Run 1, signal wires on met3:
Drawn at 4 px/micron.
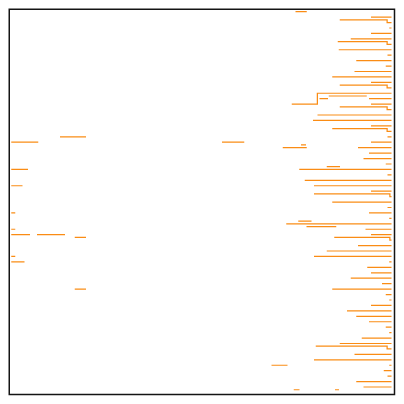
Run 1, met4 routing:
Drawn at 4 px/micron. Supply wires on this layer in gray.
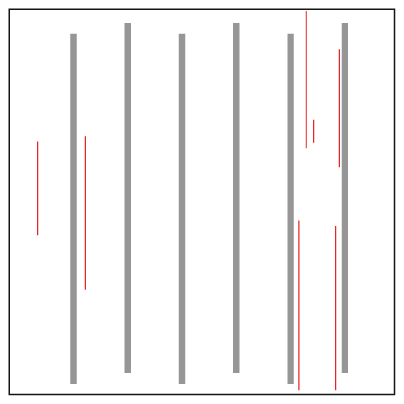
Run 1, signal wires on met2:
Drawn at 3 px/micron. Cells faint in the background.
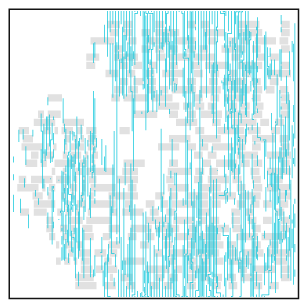
==> config.mk <==
export PLATFORM = sky130hd
export DESIGN_NAME = fifo_wr_arbiter
export DESIGN_NICKNAME = d
export VERILOG_FILES = /design/src/rtl/fifo_wr_arbiter.sv
export SDC_FILE = /design/constraint.sdc
export NUM_CORES = 1
export LEC_CHECK = 0
export CELL_PAD_IN_SITES_DETAIL_PLACEMENT = 1
export CELL_PAD_IN_SITES_GLOBAL_PLACEMENT = 1
export CORE_MARGIN = 2
export CORE_UTILIZATION = 19
export CTS_CLUSTER_DIAMETER = 50
export DETAILED_ROUTE_END_ITERATION = 8
export GPL_ROUTABILITY_DRIVEN = 0
export PLACE_DENSITY = 0.87
export SETUP_SLACK_MARGIN = 0.3
export SLEW_MARGIN = 10
export SYNTH_ARGS = -nofsm -noshare
export SYNTH_HDL_FRONTEND = slang
export SYNTH_SLANG_ARGS = --single-unit
==> constraint.sdc <==
create_clock -name i_clk -period 2.7 [get_ports i_clk]
set_clock_uncertainty 0.2 [all_clocks]
set_input_delay 0.54 -clock i_clk [delete_from_list [all_inputs] [get_ports i_clk]]
set_output_delay 0.54 -clock i_clk [all_outputs]
set_load 0.1 [all_outputs]
==> results_dict.tcl, run 1 <==
# metrics dict for downstream scripts
set metrics [dict create \
    critical_path.endpoint_type "primary output" \
    yosys.stat.chipArea_sq_um 1610 \
    worst_setup_path_start_kind "flip-flop" \
    clock.fmax_mhz 405 \
    tap_cells 105 \
    final.min_clock_period_ps 2470 \
    combAreaFraction_pct 35.5 \
    layout.clock_buffers 4 \
    slew-limit-headroom_pct 73.1 \
    postCtsResizedCells 133 \
    floorplan.die.height_microns 96.0 \
    timing.critical_path.arrival_ps 1730 \
    seq_area_frac_synth_pct 9.97 \
    seq-power_mw 0.168 \
    nonClkBufAreaFrac_pct 55.2 \
    biggestCellCategory "non-clock buffers" \
    avgViaCountPerCell 4.68 \
    report.final.hold_viol_count 0 \
    placedInstanceArea_sq_um 4050 \
    edf_count 0 \
    min_period_over_period_pct 91.5 \
    power-top-group "combinational cells" \
    core-area_sq_um 8220 \
    seq_area_share_pct 4.19 \
    pg_clk_mw 0.159 \
    synthesis.yosys.warnings 0 \
    outcome "finished clean" \
    worst-setup-path-type "reg -> out" \
    synth-xor-area-share_pct 0 \
    netlist_logic_family_top "multiplexers" \
    synth_area_sq_um 1610 \
    pwr-share-seq_pct 7.2 \
    maxSlewViolCount 0 \
    power.combinational.total_mw 2.02 \
    number_of_h_tree_levels 1 \
    cp_slowest_stage_delay_ps 510 \
]
Notes on 'signal wires on met3' above:
The wires run mostly horizontal. The layer holds 7.1% of the routed length. 85 nets have wire on it.
Routed WL: 9.68 mm
met3 Track Usage GR: 4.46%
Via Count: 2,106

Notes on 'met4 routing' above:
The longest straight run is 42.2 microns. The layer carries 213 microns of wire. The layer holds 2.2% of the routed length.

Notes on 'signal wires on met2' above:
The layer carries 5,490 microns of wire. 460 nets have wire on it. The wires run mostly vertical. The longest straight run is 63.9 microns. The layer holds 57% of the routed length.
met2 layer usage reported by global route: 40.9%

[run 1: worst max-delay path, delay by kind of cell (launching register included)]
kind | cells | cell delay [ps]
buffers and inverters | 2 | 350
DFF | 1 | 430
muxes | 1 | 510
and+or+nand+nor | 1 | 180
[run 1: stage by stage]
stage / worst slack [ps] / hold WS [ps]
2_1_floorplan: 269 / 330
3_3_place_gp: 130 / 359
3_5_place_dp: 122 / 396
4_1_cts: 199 / 403
5_1_grt: 192 / 427
6_report: 230 / 399
[run 1: metal layers]
metal / global-route usage [%] / wire (microns) / vias to the layer above
met5: 0 / 17 / -
met4: 6.67 / 212 / 2
met3: 4.46 / 689 / 15
met2: 40.9 / 5490 / 94
met1: 19.1 / 3270 / 1033
li1: - / - / 962
Run 1, metal 1:
Drawn at 4 px/micron. Supply wires on this layer in gray.
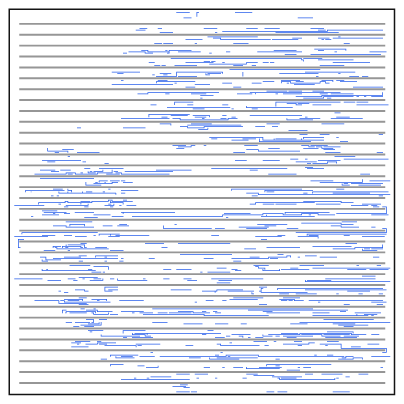

==> run 2: changes to the inputs <==
- CTS_BUF_LIST: default -> sky130_fd_sc_hd__clkbuf_4
Run 2, metal 1:
Drawn at 4 px/micron. Supply wires on this layer in gray.
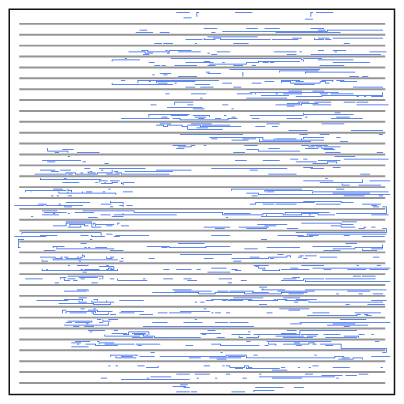
The longest straight run is 32.9 microns. The layer holds 33% of the routed length.
Routed WL: 9.74 mm
Via Count: 2,126
grt met1 use: 19.0%

==> run 2 against run 1 <==
  * Clock power down 31%
  * Die size unchanged
  * Maximum frequency shrank 0.87%
==> results_dict.tcl, run 2 <==
# metrics dict for downstream scripts
set metrics [dict create \
    outcome "finished clean" \
    worst-r2r-cell-count 6 \
    combAreaFraction_pct 35.6 \
    cellPowerDensity_nw_per_um2 566 \
    die_footprint_sq_um 9210 \
    dp_hpwl_mm 7.93 \
    grt_busiest_layer "met2" \
    power-top-group "combinational cells" \
    pwr-share-seq_pct 7.2 \
    tritoncts "done" \
    report.final.hold_viol_count 0 \
    required_ps 1960 \
    crit_path_max_fanout 1 \
    yosys-stat-cells 154 \
    timing.hold.ws_ps 403 \
    seq_area_frac_synth_pct 9.97 \
    die_w_microns 96.0 \
    number_of_h_tree_levels 1 \
    placedInstanceArea_sq_um 4050 \
    yosys_most_used_dff "dfxtp_1" \
    final.min_clock_period_ps 2490 \
    antenna_found_initial 4 \
    simple_gate_share_pct 25.0 \
    critical_path.endpoint_type "primary output" \
    largest_register_ff_count 3 \
    rsz_0062_raised_after_global_routing "true" \
    power.combinational.total_mw 2.03 \
    timing.critical_path.arrival_ps 1750 \
    slew-limit-headroom_pct 73.5 \
    use_met2_pct 40.2 \
    layout.clock_buffers 4 \
    synthArstFlopShare_pct 0 \
    grt_first_pass_wirelength_mm 13.5 \
    seq_area_share_pct 4.19 \
    top_cell_area_share_pct 44.9 \
    groute.layer.met3.usage_pct 5.09 \
    timing.final.setup_violations 0 \
    pg_clk_mw 0.110 \
    syn_to_final_growth_pct 154 \
    maxSlewViolCount 0 \
    nonClkBufAreaFrac_pct 55.5 \
    synth_area_leader_cell "mux4_2" \
    worst-setup-path-type "in -> out" \
    lay_top_cells "100 x dlygate4sd2_1, 40 x buf_12, 33 x clkdlybuf4s50_1, 32 x mux4_2, 32 x and2_4" \
    buffers_non_clock 197 \
    log.warning_count 29 \
    synthesis.yosys.warnings 0 \
    p_comb_share_pct 88.0 \
    netlist_logic_family_top "multiplexers" \
    fin_setup_tns_ps 0 \
    seq-power_mw 0.167 \
    share_clk_of_total_power_pct 4.8 \
    grt-ovfl-total 0 \
    core-area_sq_um 8220 \
    nonclk_inv_count 5 \
    floorplan.die.height_microns 96.0 \
    leakage_power_total_nw 1.75 \
    number_of_distinct_library_cells_after_synthesis 31 \
    yosys.stat.chipArea_sq_um 1610 \
    synth-xor-area-share_pct 0 \
    tap_cells 105 \
    max_root_sink_buffers 2 \
    flops 8 \
    fin_area_sq_um 4090 \
    min_period_over_period_pct 92.3 \
    avgViaCountPerCell 4.73 \
    worst_setup_path_start_kind "input pin" \
    biggestCellCategory "non-clock buffers" \
    clock.fmax_mhz 401 \
    ys.flops 8 \
    synth_area_sq_um 1610 \
    drt_drc_violations_left 0 \
    avgRoutedWirePerCell_microns 21.7 \
    numCtsBuffers 3 \
    yosys.area_share.adder_pct 1.56 \
    worst_pin_slew_ps 386 \
    edf_count 0 \
    clkTransAtPathRegs_ps 50 \
]
Run 2, met4 routing:
Drawn at 4 px/micron. Supply wires on this layer in gray.
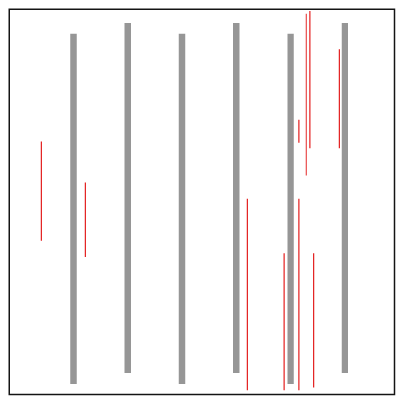
The longest straight run is 47.6 microns. The wires run mostly vertical.

[run 2: cell counts after synthesis]
Identical to the previous run, type by type.
[run 2: timing repair]
item / CTS / global route
pin swaps: 2 / 0
resized: 107 / 8
hold buffers: 0 / 0
gates cloned: 0 / 1
endpoints found under the setup margin: 36 / 35
buffers inserted: 4 / 2
[run 2: metal layers]
layer,share of wire [%],vias to the layer above
met5,0.13,-
met4,3.2,2
met3,7.7,21
met2,56,96
met1,33,1048
li1,-,959
[run 2: critical path: stages]
cell             delay, ps
clkdlybuf4s50_1        400
mux4_2                 460
and2_4                 190
buf_12                 160
[run 2: per-stage QoR]
step / power (mW) / setup WS (ps)
floorplan: 1.42 / 269
global placement: 2.15 / 130
detailed placement: 2.19 / 122
CTS: 2.30 / 192
global route: 2.39 / 163
finish: 2.31 / 208
Power figures rest on the tool's default switching activity, not on a simulated workload.
